<file path="src/rtl/vec_spi_master.sv">
// vec_spi_master: serialises one parallel view-vector frame into an SPI
// Mode 0 transaction (CS active-low, SCLK idle low, MSB first) for the
// raybox-zero vector slave port. Every output is a register fed from the
// current state, so pins lag the state register by one clock.
module vec_spi_master #(
  parameter int PAYLOAD_BITS = 74,
  parameter int HALF_PERIOD  = 2
) (
  input  logic                    clk,
  input  logic                    reset,
  input  logic                    i_start,
  input  logic [PAYLOAD_BITS-1:0] i_payload,
  output logic                    o_busy,
  output logic                    o_done,
  output logic                    vec_csb,
  output logic                    vec_sclk,
  output logic                    vec_mosi
);

  localparam int HP_W  = $clog2(HALF_PERIOD + 1);
  localparam int BIT_W = (PAYLOAD_BITS > 1) ? $clog2(PAYLOAD_BITS) : 1;
  localparam logic [HP_W-1:0]  HP_RELOAD = HP_W'(HALF_PERIOD - 1);
  localparam logic [BIT_W-1:0] BIT_LAST  = BIT_W'(PAYLOAD_BITS - 1);

  typedef enum logic [2:0] {
    IDLE  = 3'd0,
    SETUP = 3'd1,
    HIGH  = 3'd2,
    LOW   = 3'd3,
    GAP   = 3'd4
  } state_e;

  state_e                  state_q, state_d;
  logic [HP_W-1:0]         hp_q, hp_d;
  logic [BIT_W-1:0]        bit_q, bit_d;
  logic [PAYLOAD_BITS-1:0] shift_q, shift_d;
  logic                    done_pend_q, done_pend_d;
  logic                    busy_q, done_q, csb_q, sclk_q, mosi_q;
  logic                    hp_expired;
  logic                    frame_active;

  assign hp_expired   = (hp_q == '0);
  assign frame_active = (state_q == SETUP) || (state_q == HIGH) || (state_q == LOW);

  // Next-state logic: phase sequencing, half-period countdown, bit shifting.
  always_comb begin
    state_d     = state_q;
    hp_d        = hp_q;
    bit_d       = bit_q;
    shift_d     = shift_q;
    done_pend_d = 1'b0;
    if (state_q != IDLE && !hp_expired) begin
      hp_d = hp_q - HP_W'(1);
    end
    case (state_q)
      IDLE: begin
        if (i_start) begin
          state_d = SETUP;
          hp_d    = HP_RELOAD;
          bit_d   = BIT_LAST;
          shift_d = i_payload;
        end
      end
      SETUP: begin
        if (hp_expired) begin
          state_d = HIGH;
          hp_d    = HP_RELOAD;
        end
      end
      HIGH: begin
        if (hp_expired) begin
          state_d = LOW;
          hp_d    = HP_RELOAD;
          // The last bit stays on MOSI through the final LOW (CS hold).
          if (bit_q != '0) begin
            shift_d = shift_q << 1;
          end
        end
      end
      LOW: begin
        if (hp_expired) begin
          hp_d = HP_RELOAD;
          if (bit_q != '0) begin
            state_d = HIGH;
            bit_d   = bit_q - BIT_W'(1);
          end else begin
            state_d = GAP;
          end
        end
      end
      GAP: begin
        if (hp_expired) begin
          state_d     = IDLE;
          done_pend_d = 1'b1;
        end
      end
      default: state_d = IDLE;
    endcase
  end

  // Control state registers; reset abandons any frame in progress.
  always_ff @(posedge clk) begin
    if (reset) begin
      state_q     <= IDLE;
      hp_q        <= '0;
      bit_q       <= '0;
      shift_q     <= '0;
      done_pend_q <= 1'b0;
    end else begin
      state_q     <= state_d;
      hp_q        <= hp_d;
      bit_q       <= bit_d;
      shift_q     <= shift_d;
      done_pend_q <= done_pend_d;
    end
  end

  // Registered pins decoded from the current phase (one clock behind state).
  always_ff @(posedge clk) begin
    if (reset) begin
      busy_q <= 1'b0;
      done_q <= 1'b0;
      csb_q  <= 1'b1;
      sclk_q <= 1'b0;
      mosi_q <= 1'b0;
    end else begin
      busy_q <= (state_q != IDLE);
      done_q <= done_pend_q;
      csb_q  <= !frame_active;
      sclk_q <= (state_q == HIGH);
      mosi_q <= frame_active ? shift_q[PAYLOAD_BITS-1] : 1'b0;
    end
  end

  assign o_busy   = busy_q;
  assign o_done   = done_q;
  assign vec_csb  = csb_q;
  assign vec_sclk = sclk_q;
  assign vec_mosi = mosi_q;

endmodule
</file>
<file path="config.mk">
export PLATFORM = sky130hd
export DESIGN_NAME = vec_spi_master
export DESIGN_NICKNAME = d
export VERILOG_FILES = /design/src/rtl/vec_spi_master.sv
export SDC_FILE = /design/constraint.sdc
export NUM_CORES = 1
export LEC_CHECK = 0
export ABC_AREA = 1
export CAP_MARGIN = 30
export CORE_UTILIZATION = 58
export DETAILED_ROUTE_END_ITERATION = 12
export GPL_TIMING_DRIVEN = 0
export HOLD_SLACK_MARGIN = 0.06
export PLACE_DENSITY = 0.86
export SYNTH_ARGS = -nofsm -noshare
export SYNTH_HDL_FRONTEND = slang
export SYNTH_SLANG_ARGS = --single-unit
</file>
<file path="constraint.sdc">
create_clock -name clk -period 3.65 [get_ports clk]
set_input_delay 1.095 -clock clk [delete_from_list [all_inputs] [get_ports clk]]
set_output_delay 1.095 -clock clk [all_outputs]
set_load 0.02 [all_outputs]
</file>
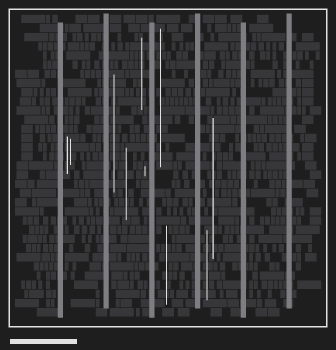
*Metal 4, run 1*
The bar under the picture is 20 um long. Supply wires on this layer in gray.
wire length on this layer	224 um
nets with wire on the layer	9
longest straight run	41.5 um
share of all routed wire	1.8%
main direction	vertical
DRT Wirelength: 12500 um
Vias: 5194

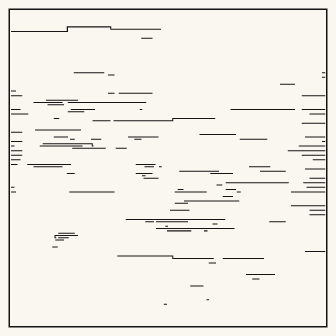
*Met3 routing, run 1*
share of all routed wire	5.8%
longest straight run	29.2 um

==> flow_metrics.py, run 1 <==
# Auto-generated metrics
metrics = {
    "run_status": {
        "outcome": "finished clean",
    },
    "place": {
        "dp_cells": 965,
        "dp_slack_ns": 0.7115,
    },
    "pwr": {
        "cellInternalPower_mw": 2.765,
        "swShare": 0.4321,
        "pg_clk_mw": 0.810,
        "p_per_area_mw_per_mm2": 803.6,
        "clkPwrFrac": 0.166,
        "comb_power_share": 0.515,
        "total_power_mw": 4.868,
        "power_leader": "combinational cells",
        "power.leakage_nw": 2.878,
    },
    "critical_path": {
        "path_cells": "clkdlybuf4s50_1 -> clkinv_1 -> clkbuf_1 -> buf_1 -> nand2_1 -> nor2_1",
    },
    "clock_tree": {
        "cts-hold-fix-buffers": 0,
        "cts_tree": "built",
    },
    "die": {
        "tap-cell-count": 105,
        "rows": 33,
        "core_mm2": 0.008175,
        "fp.dieW_um": 93.75,
    },
    "synth": {
        "synth_cell_types": 23,
        "yosys-top-cells-count": "nand2_1, dfxtp_1, nor2_1",
        "ys_cells": 779,
        "top_area_frac": 0.3772,
        "synth-edff-count": 0,
        "fp_nets": 858,
    },
    "global_routing": {
        "grt-busiest-layer": "met2",
        "grt_pass1_wl_um": 20780,
    },
    "layout": {
        "num-multi-input-gates": 539,
        "num-fill-cells": 683,
        "register_area_mm2": 0.001842,
    },
    "timing": {
        "slew_violations": 0,
        "max_freq_mhz": 375.6,
    },
}
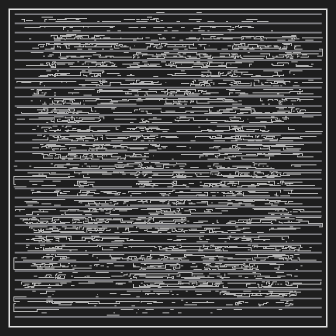
*Signal wires on met1, run 1*
Supply wires on this layer in gray.
nets with wire on the layer	876
longest straight run	46.0 um
wire length on this layer	5490 um
main direction	horizontal
GR Util met1: 0.3677

### Met2 routing, run 1

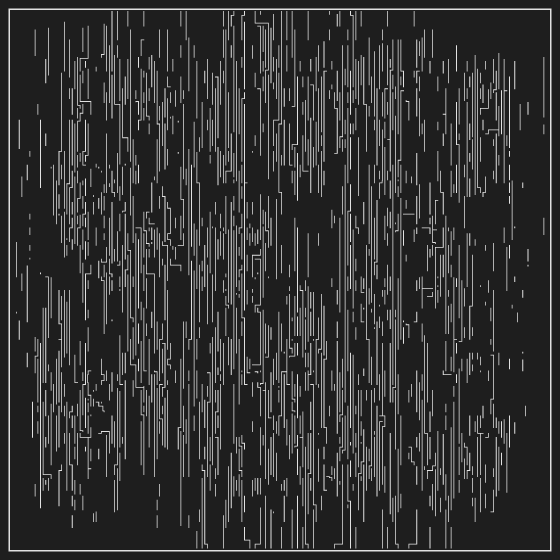

==> run 2, diff against run 1 <==
--- a/config.mk
+++ b/config.mk
@@ -7,11 +7,11 @@
 export LEC_CHECK = 0
 export ABC_AREA = 1
 export CAP_MARGIN = 30
-export CORE_UTILIZATION = 58
+export CORE_UTILIZATION = 48
 export DETAILED_ROUTE_END_ITERATION = 12
 export GPL_TIMING_DRIVEN = 0
 export HOLD_SLACK_MARGIN = 0.06
-export PLACE_DENSITY = 0.86
+export PLACE_DENSITY = 0.76
 export SYNTH_ARGS = -nofsm -noshare
 export SYNTH_HDL_FRONTEND = slang
 export SYNTH_SLANG_ARGS = --single-unit
==> constraint.sdc (replaced) <==
create_clock -name clk -period 2.2 [get_ports clk]
set_input_delay 0.66 -clock clk [delete_from_list [all_inputs] [get_ports clk]]
set_output_delay 0.66 -clock clk [all_outputs]
set_load 0.02 [all_outputs]
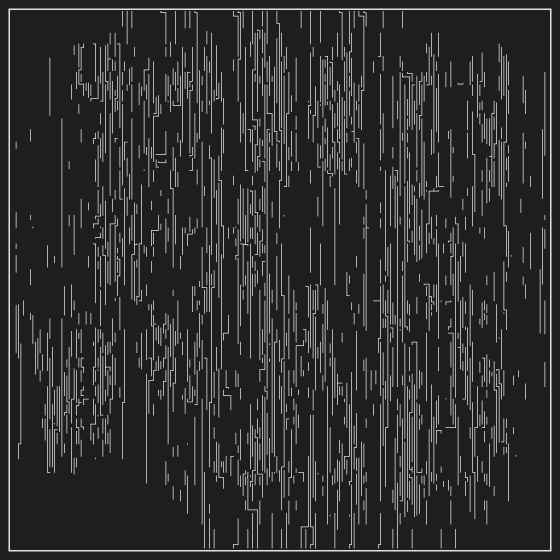
*Met2 routing, run 2*
share of all routed wire	50%
longest straight run	49.3 um
main direction	vertical
wire length on this layer	6070 um
nets with wire on the layer	742

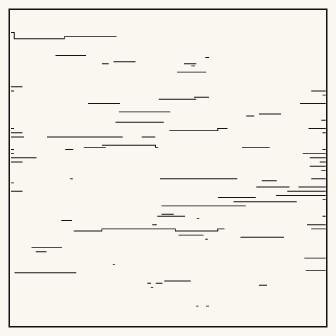
*Met3 routing, run 2*
main direction	horizontal
longest straight run	27.1 um
nets with wire on the layer	72
wire length on this layer	594 um

==> flow_metrics.py, run 2 <==
# Auto-generated metrics
metrics = {
    "run_status": {
        "outcome": "finished clean",
    },
    "synth": {
        "yosysTopAreaCell": "dfxtp_1",
        "synth_cell_types": 23,
        "top_area_frac": 0.3772,
        "ys_cells": 779,
        "yosys_warnings": 0,
        "yosys-top-cells-count": "nand2_1, dfxtp_1, nor2_1",
        "synth-edff-count": 0,
        "top_cell": "nand2_1",
    },
    "pwr": {
        "total_power_mw": 7.918,
        "cellInternalPower_mw": 4.523,
        "clkPwrFrac": 0.160,
        "power_leader": "combinational cells",
        "comb_power_share": 0.516,
        "power.leakage_nw": 2.873,
        "p_per_area_mw_per_mm2": 1301,
        "pg_clk_mw": 1.27,
        "swShare": 0.4287,
    },
    "global_routing": {
        "grt_pass1_wl_um": 19630,
        "use_met1": 0.2696,
        "grt-busiest-layer": "met2",
    },
    "die": {
        "core_mm2": 0.009819,
        "tap-cell-count": 133,
        "fp.dieW_um": 102.9,
        "die_h_um": 102.9,
        "rows": 36,
    },
    "critical_path": {
        "endpoint_kind": "register",
        "path_cells": "clkdlybuf4s50_1 -> clkinv_1 -> clkbuf_1 -> clkbuf_2 -> o21ai_0 -> inv_1",
        "r2r_setup_slack_ns": 0.31,
        "slowest_stage": "clkdlybuf4s50_1",
    },
    "layout": {
        "num-fill-cells": 969,
        "num-multi-input-gates": 539,
        "register_area_mm2": 0.001842,
    },
    "clock_tree": {
        "numCtsBuffers": 9,
        "cts_tree": "built",
        "cts-hold-fix-buffers": 0,
        "htreeDepth": 3,
    },
    "place": {
        "dp_slack_ns": -0.3197,
    },
    "timing": {
        "finalCritPeriodShare": 0.9260,
        "setup_viol": 0,
        "max_freq_mhz": 490.8,
        "slew_violations": 0,
    },
    "detailed_routing": {
        "drt_wl_total_um": 12140,
        "vias": 5135,
    },
}
### Clock wiring as the flow saved it, run 2

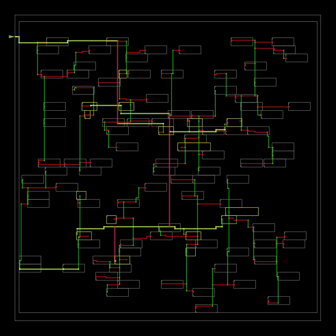

==> run 3, diff against run 2 <==
--- a/config.mk
+++ b/config.mk
@@ -11,6 +11,7 @@
 export DETAILED_ROUTE_END_ITERATION = 12
 export GPL_TIMING_DRIVEN = 0
 export HOLD_SLACK_MARGIN = 0.06
+export MAX_ROUTING_LAYER = met4
 export PLACE_DENSITY = 0.76
 export SYNTH_ARGS = -nofsm -noshare
 export SYNTH_HDL_FRONTEND = slang
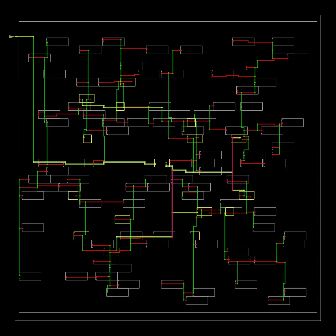
*Clock wiring as the flow saved it, run 3*
TritonCTS Buffers: 9
flop count: 92
clock group power: 1.08 mW
clk_skew: 0.01100 ns
clk latency late pin: 0.37 ns

==> flow_metrics.py, run 3 <==
# Auto-generated metrics
metrics = {
    "synth": {
        "synth-edff-count": 0,
        "yosysTopAreaCell": "dfxtp_1",
        "yosys-top-cells-count": "nand2_1, dfxtp_1, nor2_1",
        "top_area_frac": 0.3772,
        "synth_cell_types": 23,
        "top_cell": "nand2_1",
        "yosys_warnings": 0,
    },
    "critical_path": {
        "path_cells": "clkdlybuf4s50_1 -> clkinv_1 -> clkbuf_1 -> nand2_1 -> nor2_1",
        "slowest_stage": "clkdlybuf4s50_1",
        "r2r_setup_slack_ns": 0.29,
    },
    "pwr": {
        "swShare": 0.4422,
        "power_leader": "combinational cells",
        "cellInternalPower_mw": 4.324,
        "clkPwrFrac": 0.139,
        "total_power_mw": 7.751,
        "p_per_area_mw_per_mm2": 1283,
        "comb_power_share": 0.529,
    },
    "global_routing": {
        "use_met1": 0.3000,
        "grt_pass1_wl_um": 20310,
        "grt-busiest-layer": "met2",
    },
    "layout": {
        "num-multi-input-gates": 539,
        "num-fill-cells": 972,
        "register_area_mm2": 0.001842,
    },
    "clock_tree": {
        "cts_tree": "built",
        "htreeDepth": 3,
        "cts-hold-fix-buffers": 0,
    },
    "place": {
        "dp_slack_ns": -0.3093,
    },
    "die": {
        "fp.dieW_um": 102.9,
        "tap-cell-count": 133,
        "die_h_um": 102.9,
        "core_mm2": 0.009819,
        "rows": 36,
    },
    "timing": {
        "setup_viol": 0,
        "max_freq_mhz": 506.2,
        "finalCritPeriodShare": 0.8979,
    },
    "run_status": {
        "outcome": "finished clean",
    },
}
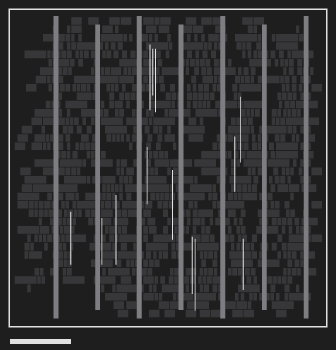
*Metal 4, run 3*
The bar under the picture is 20 um long. Supply wires on this layer in gray.
share of all routed wire	2.0%
nets with wire on the layer	12
wire length on this layer	248 um
DRT Wirelength: 12340 um
Vias: 5136

Power is estimated from default activity; no workload was simulated.
